run_1/met1.png
Bar = 50 um. Cells faint in the background.
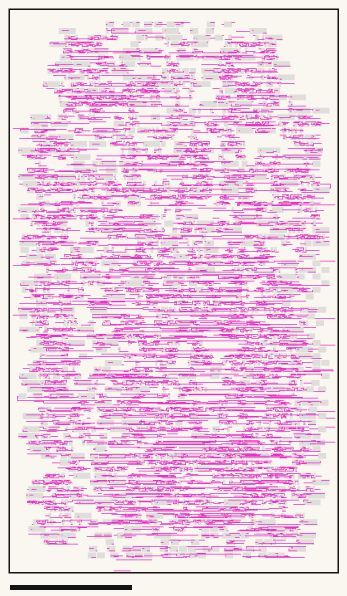
run_1/met2.png
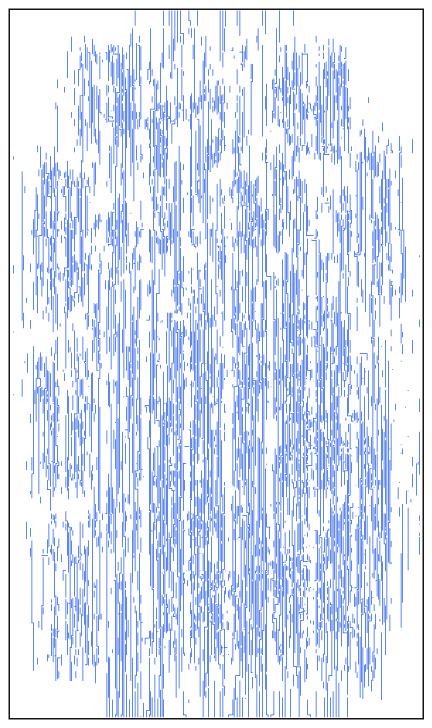
run_1/met3.png
Bar = 50 um.
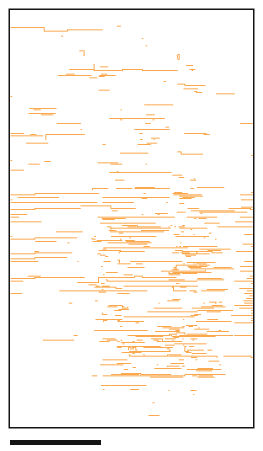
run_1/met4.png
Bar = 50 um.
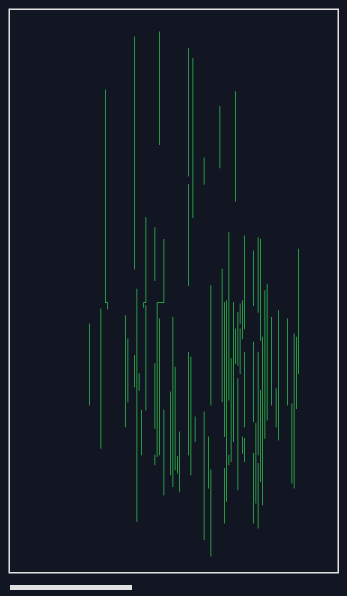
[src/rtl/bomb_slot_sched_if.sv]
// Player request / slot status bundle between the bomb scheduler
// and its neighbours (input debouncers, map/collision, VGA).
interface bomb_slot_sched_if #(
    parameter int NSLOT = 6
);
    logic               tick;
    logic               req0;
    logic               req1;
    logic [5:0]         x0;
    logic [5:0]         y0;
    logic [5:0]         x1;
    logic [5:0]         y1;
    logic               grant0;
    logic               grant1;
    logic               deny0;
    logic               deny1;
    logic [6*NSLOT-1:0] slot_x;
    logic [6*NSLOT-1:0] slot_y;
    logic [NSLOT-1:0]   busy;
    logic [NSLOT-1:0]   blast;
    logic [NSLOT-1:0]   owner;
    logic [2:0]         cnt0;
    logic [2:0]         cnt1;

    modport master (
        output tick, req0, req1, x0, y0, x1, y1,
        input  grant0, grant1, deny0, deny1,
        input  slot_x, slot_y, busy, blast, owner, cnt0, cnt1
    );

    modport slave (
        input  tick, req0, req1, x0, y0, x1, y1,
        output grant0, grant1, deny0, deny1,
        output slot_x, slot_y, busy, blast, owner, cnt0, cnt1
    );
endinterface

[src/rtl/bomb_slot_sched.sv]
// Shared bomb-slot pool for two players: round-robin arbitration,
// per-player cap, unique cells, and fuse/blast sequencing per slot.
module bomb_slot_sched #(
    parameter int NSLOT      = 6,
    parameter int PER_PLAYER = 3,
    parameter int FUSE_MS    = 3000,
    parameter int BLAST_MS   = 1000,
    parameter int CW         = 13
) (
    input logic              clk,
    input logic              rst_n,
    bomb_slot_sched_if.slave bus
);
    localparam int IW = $clog2(NSLOT);

    localparam logic [1:0] ST_IDLE  = 2'd0;
    localparam logic [1:0] ST_ARMED = 2'd1;
    localparam logic [1:0] ST_BLAST = 2'd2;

    logic [1:0]       st_q  [NSLOT];
    logic [1:0]       st_d  [NSLOT];
    logic [CW-1:0]    ct_q  [NSLOT];
    logic [CW-1:0]    ct_d  [NSLOT];
    logic [5:0]       x_q   [NSLOT];
    logic [5:0]       x_d   [NSLOT];
    logic [5:0]       y_q   [NSLOT];
    logic [5:0]       y_d   [NSLOT];
    logic [NSLOT-1:0] own_q;
    logic [NSLOT-1:0] own_d;

    logic       rr_q;
    logic       rr_d;
    logic [2:0] cnt0_q;
    logic [2:0] cnt1_q;
    logic [2:0] cnt0_d;
    logic [2:0] cnt1_d;
    logic       g0_q;
    logic       g1_q;
    logic       d0_q;
    logic       d1_q;

    logic          dup0;
    logic          dup1;
    logic          ok0;
    logic          ok1;
    logic          contest;
    logic          g0;
    logic          g1;
    logic          f1_ok;
    logic          f2_ok;
    logic [IW-1:0] f1;
    logic [IW-1:0] f2;
    logic [IW-1:0] s0;
    logic [IW-1:0] s1;

    // Decisions use registered state only; a slot retiring this cycle
    // still counts as busy and still owns its cell.
    always_comb begin : eval
        dup0  = 1'b0;
        dup1  = 1'b0;
        f1_ok = 1'b0;
        f2_ok = 1'b0;
        f1    = '0;
        f2    = '0;
        for (int i = 0; i < NSLOT; i++) begin
            if (st_q[i] != ST_IDLE) begin
                if (x_q[i] == bus.x0 && y_q[i] == bus.y0) dup0 = 1'b1;
                if (x_q[i] == bus.x1 && y_q[i] == bus.y1) dup1 = 1'b1;
            end else if (!f1_ok) begin
                f1_ok = 1'b1;
                f1    = IW'(i);
            end else if (!f2_ok) begin
                f2_ok = 1'b1;
                f2    = IW'(i);
            end
        end
        ok0 = bus.req0 && (cnt0_q < 3'(PER_PLAYER)) && !dup0 && f1_ok;
        ok1 = bus.req1 && (cnt1_q < 3'(PER_PLAYER)) && !dup1 && f1_ok;
        contest = ok0 && ok1 &&
                  ((bus.x0 == bus.x1 && bus.y0 == bus.y1) || !f2_ok);
        g0   = ok0 && !(contest && rr_q);
        g1   = ok1 && !(contest && !rr_q);
        s0   = (g1 && rr_q) ? f2 : f1;
        s1   = (g0 && !rr_q) ? f2 : f1;
        rr_d = contest ? !rr_q : rr_q;
    end

    always_comb begin : next
        cnt0_d = '0;
        cnt1_d = '0;
        own_d  = own_q;
        for (int i = 0; i < NSLOT; i++) begin
            st_d[i] = st_q[i];
            ct_d[i] = ct_q[i];
            x_d[i]  = x_q[i];
            y_d[i]  = y_q[i];
            case (st_q[i])
                ST_IDLE: begin
                    if (g0 && s0 == IW'(i)) begin
                        st_d[i]  = ST_ARMED;
                        ct_d[i]  = CW'(FUSE_MS);
                        x_d[i]   = bus.x0;
                        y_d[i]   = bus.y0;
                        own_d[i] = 1'b0;
                    end else if (g1 && s1 == IW'(i)) begin
                        st_d[i]  = ST_ARMED;
                        ct_d[i]  = CW'(FUSE_MS);
                        x_d[i]   = bus.x1;
                        y_d[i]   = bus.y1;
                        own_d[i] = 1'b1;
                    end
                end
                ST_ARMED: begin
                    if (bus.tick) begin
                        if (ct_q[i] == CW'(1)) begin
                            st_d[i] = ST_BLAST;
                            ct_d[i] = CW'(BLAST_MS);
                        end else begin
                            ct_d[i] = ct_q[i] - CW'(1);
                        end
                    end
                end
                ST_BLAST: begin
                    if (bus.tick) begin
                        if (ct_q[i] == CW'(1)) begin
                            st_d[i]  = ST_IDLE;
                            ct_d[i]  = '0;
                            x_d[i]   = '0;
                            y_d[i]   = '0;
                            own_d[i] = 1'b0;
                        end else begin
                            ct_d[i] = ct_q[i] - CW'(1);
                        end
                    end
                end
                default: begin
                    st_d[i]  = ST_IDLE;
                    ct_d[i]  = '0;
                    x_d[i]   = '0;
                    y_d[i]   = '0;
                    own_d[i] = 1'b0;
                end
            endcase
            if (st_d[i] != ST_IDLE) begin
                if (own_d[i]) cnt1_d = cnt1_d + 3'd1;
                else          cnt0_d = cnt0_d + 3'd1;
            end
        end
    end

    always_ff @(posedge clk) begin
        if (!rst_n) begin
            for (int i = 0; i < NSLOT; i++) begin
                st_q[i] <= ST_IDLE;
                ct_q[i] <= '0;
                x_q[i]  <= '0;
                y_q[i]  <= '0;
            end
            own_q  <= '0;
            rr_q   <= 1'b0;
            cnt0_q <= '0;
            cnt1_q <= '0;
            g0_q   <= 1'b0;
            g1_q   <= 1'b0;
            d0_q   <= 1'b0;
            d1_q   <= 1'b0;
        end else begin
            for (int i = 0; i < NSLOT; i++) begin
                st_q[i] <= st_d[i];
                ct_q[i] <= ct_d[i];
                x_q[i]  <= x_d[i];
                y_q[i]  <= y_d[i];
            end
            own_q  <= own_d;
            rr_q   <= rr_d;
            cnt0_q <= cnt0_d;
            cnt1_q <= cnt1_d;
            g0_q   <= g0;
            g1_q   <= g1;
            d0_q   <= bus.req0 && !g0;
            d1_q   <= bus.req1 && !g1;
        end
    end

    always_comb begin : drive
        bus.slot_x = '0;
        bus.slot_y = '0;
        bus.busy   = '0;
        bus.blast  = '0;
        for (int i = 0; i < NSLOT; i++) begin
            bus.slot_x[6*i +: 6] = x_q[i];
            bus.slot_y[6*i +: 6] = y_q[i];
            bus.busy[i]          = st_q[i] != ST_IDLE;
            bus.blast[i]         = st_q[i] == ST_BLAST;
        end
    end

    assign bus.owner  = own_q;
    assign bus.cnt0   = cnt0_q;
    assign bus.cnt1   = cnt1_q;
    assign bus.grant0 = g0_q;
    assign bus.grant1 = g1_q;
    assign bus.deny0  = d0_q;
    assign bus.deny1  = d1_q;
endmodule

[src/flat_wrapper.sv]
// flat-port wrapper written by rule: the top's interface ports become plain ports
module bomb_slot_sched_flat 
#(
    parameter int NSLOT      = 6,
    parameter int PER_PLAYER = 3,
    parameter int FUSE_MS    = 3000,
    parameter int BLAST_MS   = 1000,
    parameter int CW         = 13
)
  (clk, rst_n, bus_tick, bus_req0, bus_req1, bus_x0, bus_y0, bus_x1, bus_y1, bus_grant0, bus_grant1, bus_deny0, bus_deny1, bus_slot_x, bus_slot_y, bus_busy, bus_blast, bus_owner, bus_cnt0, bus_cnt1);
  bomb_slot_sched_if #(.NSLOT(NSLOT)) bus_i ();
  input logic clk;
  input logic rst_n;
  input wire logic [$bits(bus_i.tick)-1:0] bus_tick;
  input wire logic [$bits(bus_i.req0)-1:0] bus_req0;
  input wire logic [$bits(bus_i.req1)-1:0] bus_req1;
  input wire logic [$bits(bus_i.x0)-1:0] bus_x0;
  input wire logic [$bits(bus_i.y0)-1:0] bus_y0;
  input wire logic [$bits(bus_i.x1)-1:0] bus_x1;
  input wire logic [$bits(bus_i.y1)-1:0] bus_y1;
  output wire logic [$bits(bus_i.grant0)-1:0] bus_grant0;
  output wire logic [$bits(bus_i.grant1)-1:0] bus_grant1;
  output wire logic [$bits(bus_i.deny0)-1:0] bus_deny0;
  output wire logic [$bits(bus_i.deny1)-1:0] bus_deny1;
  output wire logic [$bits(bus_i.slot_x)-1:0] bus_slot_x;
  output wire logic [$bits(bus_i.slot_y)-1:0] bus_slot_y;
  output wire logic [$bits(bus_i.busy)-1:0] bus_busy;
  output wire logic [$bits(bus_i.blast)-1:0] bus_blast;
  output wire logic [$bits(bus_i.owner)-1:0] bus_owner;
  output wire logic [$bits(bus_i.cnt0)-1:0] bus_cnt0;
  output wire logic [$bits(bus_i.cnt1)-1:0] bus_cnt1;
  assign bus_i.tick = bus_tick;
  assign bus_i.req0 = bus_req0;
  assign bus_i.req1 = bus_req1;
  assign bus_i.x0 = bus_x0;
  assign bus_i.y0 = bus_y0;
  assign bus_i.x1 = bus_x1;
  assign bus_i.y1 = bus_y1;
  assign bus_grant0 = bus_i.grant0;
  assign bus_grant1 = bus_i.grant1;
  assign bus_deny0 = bus_i.deny0;
  assign bus_deny1 = bus_i.deny1;
  assign bus_slot_x = bus_i.slot_x;
  assign bus_slot_y = bus_i.slot_y;
  assign bus_busy = bus_i.busy;
  assign bus_blast = bus_i.blast;
  assign bus_owner = bus_i.owner;
  assign bus_cnt0 = bus_i.cnt0;
  assign bus_cnt1 = bus_i.cnt1;
  bomb_slot_sched #(.NSLOT(NSLOT), .PER_PLAYER(PER_PLAYER), .FUSE_MS(FUSE_MS), .BLAST_MS(BLAST_MS), .CW(CW)) u_core (.clk(clk), .rst_n(rst_n), .bus(bus_i));
endmodule
[config.mk]
export PLATFORM = sky130hd
export DESIGN_NAME = bomb_slot_sched_flat
export DESIGN_NICKNAME = d
export VERILOG_FILES = /design/src/rtl/bomb_slot_sched_if.sv /design/src/rtl/bomb_slot_sched.sv /design/src/flat_wrapper.sv
export SDC_FILE = /design/constraint.sdc
export NUM_CORES = 1
export LEC_CHECK = 0
export ABC_AREA = 1
export CAP_MARGIN = 10
export CORE_ASPECT_RATIO = 1.75
export CORE_MARGIN = 3
export CORE_UTILIZATION = 45
export CTS_BUF_LIST = sky130_fd_sc_hd__clkbuf_8
export DETAILED_ROUTE_END_ITERATION = 12
export HOLD_SLACK_MARGIN = 0.12
export PLACE_DENSITY = 0.62
export SLEW_MARGIN = 30
export SYNTH_ARGS = -nofsm -noshare
export SYNTH_HDL_FRONTEND = slang
export SYNTH_SLANG_ARGS = --single-unit
[constraint.sdc]
create_clock -name clk -period 16.6 [get_ports clk]
set_clock_uncertainty 0.1 [all_clocks]
set_input_delay 3.32 -clock clk [delete_from_list [all_inputs] [get_ports clk]]
set_output_delay 3.32 -clock clk [all_outputs]
set_load 0.01 [all_outputs]
==> Flow_metrics.wiki, run 1 <==
== Metrics ==
{| class="wikitable"
! Metric !! Value
|-
| Total gr overflow || 0
|-
| Number of buffers between clock root and the deepest sink || 2
|-
| Share of total power in sequential cells || 0.290
|-
| Fmax || 111.1 MHz
|-
| Power of the combinational group || 1.33 mW
|-
| Core utilization of the finished layout || 0.5214
|-
| Source of the critical timing path || bus_y0[4]
|-
| Peak per-stage delay on the critical path || 0.87 ns
|-
| Hold violation count in the final report || 0
|-
| DRC violations left || 0
|-
| Top Consumer || combinational logic
|-
| Worst relative slew slack || 0.3611
|-
| Half-perimeter wire length after placement || 34.30 mm
|-
| Net count, final || about 2.2k
|-
| Floorplan Utilization || 0.4591
|-
| Initial antenna violation count || 0
|-
| Clock edge transition at the registers on the reported setup and hold paths || 0.10 ns
|-
| Comb power frac || 0.574
|-
| Maximum vdd ir drop || around 0.11 mV
|-
| Register bit count reported by yosys || 179
|-
| Setup slack of the most critical reg-to-reg path || 10.32 ns
|-
| Cell Pwr Density || 158.0 nW/um^2
|-
| Beginning of the worst hold path || u_core.ct_q[0][28]$_SDFFE_PN0P_
|-
| Total cell area reported by yosys after synthesis || roughly 13000 sq um
|-
| Portion of the post-synthesis area used by sequential elements || 0.2771
|-
| Die height || between 200 and 250 um
|-
| H-tree depth || 4
|-
| Total of buffers placed on input and output ports || ~130
|-
| Sink Count || between 150 and 200
|-
| Total negative slack || 0 ns
|-
| Min-Delay Path Depth || 2
|-
| Transition time at the pin with the least slew margin || 0.9554 ns
|-
| Clk Tree Root Cell || clkbuf_8
|-
| Synth Area in XOR/XNOR || 0.04537
|-
| Psw || ~1.2 mW
|-
| Endpoint type of the worst setup path || flip-flop
|-
| Post-synthesis instance area || about 13000 sq um
|-
| Status || completed
|-
| Leakage power of the design || 6.332 nW
|-
| Final cell count without fillers || approximately 2.6k
|-
| Final setup vio count || 0
|-
| Fraction of synthesized area in multiplexers || 0
|-
| Top post-synthesis cells by count || nand2_1 (523), nor2_1 (252), inv_1 (237), a21oi_1 (201), dfxtp_1 (179)
|-
| Cts hold-fix bufs || 0
|-
| Area fraction in compound gates || 0.2236
|-
| Synthesized Nets || 2150
|-
| Number of warnings printed during yosys synthesis || 0
|-
| Fin crit share || 0.5421
|-
| Worst r2r src || u_core.st_q[0][2]$_SDFF_PN0_
|-
| Overall fraction of global-route tracks in use || 0.3030
|-
| Seq group || 0.672 mW
|-
| Die Footprint || 30890 sq um
|-
| Adder share || 0.02418
|-
| Number of nets with antenna violations after detailed routing || 0
|-
| Via count of the first global-routing pass || about 13k
|-
| Worst reg2reg path endpoint || u_core.bus.cnt1[2]$_SDFF_PN0_
|-
| Worst hold path type || reg -> reg
|-
| Comb area leader || simple AND/OR/NAND/NOR gates
|-
| P_int || 1.159 mW
|-
| Reg2reg path depth || around 41
|-
| Share of flip-flops with an asynchronous set or reset || 0
|-
| Placer congestion estimate || 0.9861
|-
| Endpoint of the worst setup timing path || u_core.bus.cnt1[2]$_SDFF_PN0_
|-
| Placed Cells incl. Taps || 2518
|-
| Crit path top cell by count || nand2_1
|-
| Stages on worst setup path || 42
|-
| Cell count in the Yosys report || 2096
|-
| IO Count || 129
|-
| Post-CTS setup repair buffer count || 0
|-
| Number of pins exceeding their max-slew limit in the final report || 0
|-
| Family of cells with the greatest summed delay on the critical path || simple AND/OR/NAND/NOR gates
|-
| Setup CP Type || in -> reg
|-
| Largest cells by area after synthesis || dfxtp_1 (28%), nand2_1 (15%), a21oi_1 (7.8%)
|-
| CP required || 16.97 ns
|-
| Number of standard cells after synthesis || 2096
|-
| Post-CTS Resized || 0
|-
| Crit Path Max Fanout || 27
|-
| DIE WIDTH || approximately 130 um
|-
| Basic Gates by Area || 0.3148
|-
| CTS tree || done
|-
| Core Box Area || between 20000 and 30000 sq um
|-
| Tool warnings || 34
|-
| Switching share of total power || 0.5009
|-
| Shortest period the worst path allows || 8.999 ns
|-
| Count of max-cap constraint violations || 0
|-
| Clk pwr || 0.316 mW
|-
| Unrepaired setup endpoints after global routing || no
|-
| Worst path bufs/invs || 8
|-
| Ratio of cells with drive above 1 in the final layout || 0.06155
|-
| WL/cell || 18.56 um
|-
| Pin count of the biggest net entering global routing || 86
|-
| Count of flip-flops with a built-in enable after synthesis || 0
|-
| Drt initial violations || roughly 1.4k
|-
| Layout fillers || 2970
|-
| Number of rows created at floorplan || 81
|-
| Synthesis-to-layout area growth || 13.57%
|}
## Picture notes: met1.png
longest straight run	43.7 um
main direction	horizontal
GR Layer Usage met1: 0.3453
Via Count: 14.22k

## Picture notes: met2.png
wire length on this layer	23.1 mm
longest straight run	107 um
share of all routed wire	49%
nets with wire on the layer	1689
M2 GR Usage: 0.5236
wire length reported by the detailed router: 47.32 mm

## Picture notes: met3.png
main direction	horizontal
share of all routed wire	7.8%
nets with wire on the layer	232
global-route track usage on met3: 0.06042

## Picture notes: met4.png
wire length on this layer	2910 um
main direction	vertical

-- run 1: cells in the final DEF (no fill, tap or decap), types with 34 or more instances in the layout --
| master | count |
|---|---|
| nand2_1 | 523 |
| nor2_1 | 252 |
| inv_1 | 237 |
| a21oi_1 | 201 |
| dfxtp_1 | 179 |
| o21ai_0 | 160 |
| clkdlybuf4s50_1 | 127 |
| a211oi_1 | 70 |
| nand3_1 | 62 |
| xor2_1 | 35 |
| nand4_1 | 34 |
-- run 1: state kept, by name, indices dropped and copies added (netlist names), 3 cells and up --
register / flops
u_core.bus.cnt0: 3
u_core.y_q: 36
u_core.st_q: 12
u_core.x_q: 36
u_core.bus.owner: 6
u_core.bus.cnt1: 3
u_core.ct_q: 78
-- run 1: final cells by class --
type                       count  area [sq um]  area share
tap                          373         466.7     0.03177
inverter                     274          1033     0.07036
clock inverter                12         118.9    0.008092
sequential                   179          3583      0.2440
clock buffer                  20         275.3     0.01874
timing repair buffer         136          1343     0.09140
multi-input combinational   1556          7869      0.5357
-- run 1: routing by layer --
| metal | global-route usage | share of wire |
|---|---|---|
| met3 | 0.06042 | 0.078 |
| met1 | 0.3453 | 0.37 |
| met2 | 0.5236 | 0.49 |
| met5 | 0 | 0 |
| met4 | 0.1720 | 0.061 |
-- run 1: stage by stage --
| stage | power [mW] | setup WS (ns) | cell area [sq um] |
|---|---|---|---|
| final | 2.321 | 7.601 | 14690 |
| after floorplan | 1.599 | 8.887 | 12930 |
| after CTS | 2.324 | 7.694 | 14680 |
| after global placement | 1.982 | 7.174 | 14280 |
| after global routing | 2.540 | 7.156 | 14690 |
| after detailed placement | 2.003 | 7.142 | 14290 |
## Run 2: what changed since run 1
==> constraint.sdc (replaced) <==
create_clock -name clk -period 8.82 [get_ports clk]
set_clock_uncertainty 0.1 [all_clocks]
set_input_delay 1.764 -clock clk [delete_from_list [all_inputs] [get_ports clk]]
set_output_delay 1.764 -clock clk [all_outputs]
set_load 0.01 [all_outputs]
run_2/met2.png
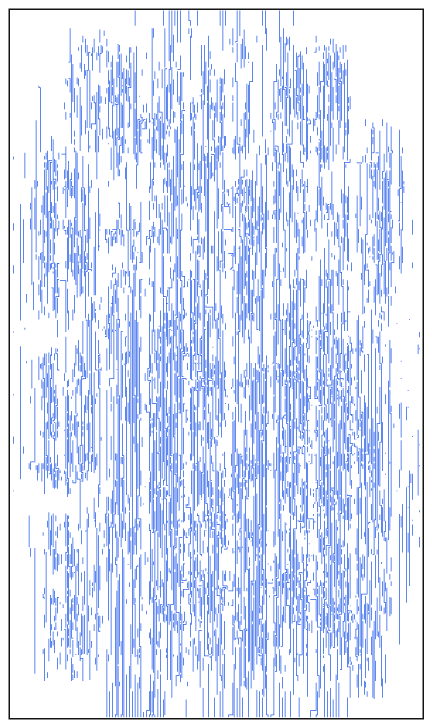
wire length on this layer	22.9 mm
main direction	vertical
longest straight run	118 um
nets with wire on the layer	1706
share of all routed wire	48%

run_2/met4.png
Bar = 50 um.
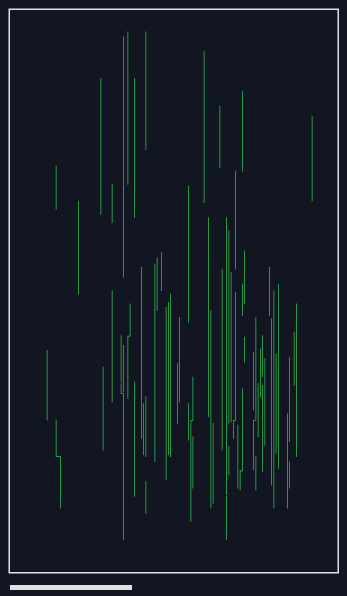
wire length on this layer	3000 um
longest straight run	114 um
nets with wire on the layer	58
share of all routed wire	6.3%
wire length reported by the detailed router: 47.87 mm
Via Count: 14.36k

==> run 2 against run 1 <==
Non-clock buffer count increased by 5; via count is 0.96% higher; critical path depth unchanged; flip-flop count unchanged; synthesized area is the same; final cell count rose by 0.20%; clock power increased by 97%; register-to-register slack lost 7.7 ns; sequential share of layout area is 0.10 points lower; highest routed layer unchanged.
==> Flow_metrics.wiki, run 2 <==
== Metrics ==
{| class="wikitable"
! Metric !! Value
|-
| Status || completed (unchanged)
|-
| Net count, final || 2223 (was 2218)
|-
| Synthesized Nets || 2150 (unchanged)
|-
| Count of max-cap constraint violations || 0 (unchanged)
|-
| Total negative slack || 0 ns (unchanged)
|-
| Comb area leader || simple AND/OR/NAND/NOR gates (unchanged)
|-
| Design Power || 4.414 mW (was 2.321 mW)
|-
| Pin count of the biggest net entering global routing || 58 (was 86)
|-
| Post-Place Worst Slack || 0.9487 ns (was 7.142 ns)
|-
| Synth Area in XOR/XNOR || 0.04537 (unchanged)
|-
| Half-perimeter wire length after placement || 34.62 mm (was 34.30 mm)
|-
| Cell count in the Yosys report || 2096 (unchanged)
|-
| Die Footprint || 30890 sq um (unchanged)
|-
| DRC violations left || 0 (unchanged)
|-
| Number of warnings printed during yosys synthesis || 0 (unchanged)
|-
| Number of pins exceeding their max-slew limit in the final report || 0 (unchanged)
|-
| Placer congestion estimate || 0.9643 (was 0.9861)
|-
| Leakage power of the design || 6.372 nW (was 6.332 nW)
|-
| Ratio of cells with drive above 1 in the final layout || 0.06279 (was 0.06155)
|-
| Highest-count logic cell in the final layout || nand2_1 (unchanged)
|-
| Initial antenna violation count || 0 (unchanged)
|-
| Peak per-stage delay on the critical path || 1.01 ns (was 0.87 ns)
|-
| Drt initial violations || 1384 (was 1375)
|-
| Endpoint type of the worst setup path || flip-flop (unchanged)
|-
| Maximum vdd ir drop || 0.1601 mV (was 0.1068 mV)
|-
| Largest cells by area after synthesis || dfxtp_1 (28%), nand2_1 (15%), a21oi_1 (7.8%) (unchanged)
|-
| Overall fraction of global-route tracks in use || 0.3086 (was 0.3030)
|-
| Registers with the most flip-flops || u_core.ct_q: 78 flops, u_core.x_q: 36 flops, u_core.y_q: 36 flops (unchanged)
|-
| Worst relative slew slack || 0.4069 (was 0.3611)
|-
| Layout fillers || 3038 (was 2970)
|-
| H-tree depth || 4 (unchanged)
|-
| Clk Tree Root Cell || clkbuf_8 (unchanged)
|-
| Register bit count reported by yosys || 179 (unchanged)
|-
| Core Box Area || 28170 sq um (unchanged)
|-
| Cts hold-fix bufs || 0 (unchanged)
|-
| Final std cell area, no fill || 14750 sq um (was 14690 sq um)
|-
| Floorplan Utilization || 0.4591 (unchanged)
|-
| Final sequential cell count || 179 (unchanged)
|-
| CLK BUF || 19 (was 20)
|-
| Number of rows created at floorplan || 81 (unchanged)
|-
| Clock edge transition at the registers on the reported setup and hold paths || 0.09 ns (was 0.10 ns)
|-
| Fin crit share || 0.8497
|-
| Unrepaired setup endpoints after global routing || no (unchanged)
|-
| Post-CTS setup repair buffer count || 0 (unchanged)
|-
| Number of nets with antenna violations after detailed routing || 0 (unchanged)
|-
| Count of flip-flops with a built-in enable after synthesis || 0 (unchanged)
|-
| Multi-input combinational cell count || 1556 (unchanged)
|-
| Synthesis-to-layout area growth || 14.05% (was 13.57%)
|-
| Basic Gates by Area || 0.3148 (unchanged)
|-
| Proportion of cell area spent on the clock network || 0.02859 (was 0.02683)
|-
| Num CTS Buffers || 17 (unchanged)
|-
| Number of flip-flops under the largest register name || 78 (unchanged)
|-
| Fraction of area in multi-input gates || 0.5335 (was 0.5357)
|-
| WL/cell || 18.74 um (was 18.56 um)
|-
| Placed Cells incl. Taps || 2523 (was 2518)
|-
| Tap Count || 373 (unchanged)
|-
| Top post-synthesis cells by count || nand2_1 (523), nor2_1 (252), inv_1 (237), a21oi_1 (201), dfxtp_1 (179) (unchanged)
|-
| Tool warnings || 34 (unchanged)
|-
| Area fraction in compound gates || 0.2236 (unchanged)
|-
| Total gr overflow || 0 (unchanged)
|-
| Area of combinational cells with multiple inputs || 7869 sq um (unchanged)
|-
| Shortest period the worst path allows || roughly 7.5 ns
|-
| Crit Path Max Fanout || 27 (unchanged)
|-
| Top reg by flops || u_core.ct_q (unchanged)
|-
| Fraction of synthesized area in multiplexers || 0 (unchanged)
|-
| CP required || 9.17 ns (was 16.97 ns)
|-
| Inverters excl. clock || 274 (unchanged)
|-
| Most frequently placed logic cells in the final layout || nand2_1 (523), nor2_1 (252), inv_1 (239) (was nand2_1 (523), nor2_1 (252), inv_1 (237))
|-
| Total of buffers placed on input and output ports || 128 (unchanged)
|-
| Share of flip-flops with an asynchronous set or reset || 0 (unchanged)
|-
| Portion of the post-synthesis area used by sequential elements || 0.2771 (unchanged)
|-
| Via count of the first global-routing pass || 13.76k (was 13.42k)
|-
| Post-placement cell area || 14320 sq um (was 14290 sq um)
|-
| Seq. cell area || 3583 sq um (unchanged)
|-
| Final cell count without fillers || 2555 (was 2550)
|-
| IO Count || 129 (unchanged)
|-
| Hold violation count in the final report || 0 (unchanged)
|-
| Cell Pwr Density || 299.2 nW/um^2 (was 158.0 nW/um^2)
|-
| Bufs w/o clock || 141 (was 136)
|-
| Final worst slack || 1.325 ns (was 7.601 ns)
|-
| Adder share || 0.02418 (unchanged)
|-
| Setup CP Type || in -> reg (unchanged)
|-
| Non-clk buf share || 0.09331 (was 0.09140)
|-
| Crit path top cell by count || nand2_1 (unchanged)
|}
run 2: path summary, 6_finish.rpt:
path / startpoint / end / slack, ns / cells past startpoint
max reg2reg: u_core.st_q[0][2]$_SDFF_PN0_ / u_core.bus.cnt1[2]$_SDFF_PN0_ / 2.58 / 41
min reg2reg: u_core.ct_q[0][28]$_SDFFE_PN0P_ / u_core.ct_q[0][28]$_SDFFE_PN0P_ / 0.38 / 2
max: bus_x0[0] / u_core.bus.cnt1[2]$_SDFF_PN0_ / 1.33 / 42
min: u_core.ct_q[0][28]$_SDFFE_PN0P_ / u_core.ct_q[0][28]$_SDFFE_PN0P_ / 0.38 / 2
run 2: worst max-delay path: cells and delay by family:
family	cells	cell delay [ns]
AND/OR/NAND/NOR	26	2.73
XOR/XNOR	1	0.15
AND-OR/OR-AND	2	0.20
adder cells (fa/ha/maj)	5	1.30
buffers and inverters	8	1.67
run 2: power breakdown:
part | leakage [nW] | switching (mW) | internal (mW)
registers | 1.46 | 0.258 | 1.01
logic | 4.70 | 1.60 | 0.919
clock network | 0.216 | 0.327 | 0.295
total | 6.37 | 2.19 | 2.23
run 2: logic make-up (layout without fill, tap and decap cells):
family | after synthesis | after routing
AND-OR/OR-AND | 505 | 505
flip-flops | 179 | 179
adder cells (fa/ha/maj) | 25 | 25
buffers and inverters | 361 | 447
XOR/XNOR | 67 | 67
AND/OR/NAND/NOR | 959 | 959
run 2: routing by layer:
| metal | wire length [um] | global-route usage | vias up |
|---|---|---|---|
| met5 | 0 | 0 | - |
| met4 | 2999 | 0.1774 | 0 |
| met3 | 3885 | 0.05123 | 168 |
| met2 | 22880 | 0.5242 | 694 |
| met1 | 18110 | 0.3649 | 6497 |
| li1 | - | - | 7001 |
Power and IR drop assume default switching activity.
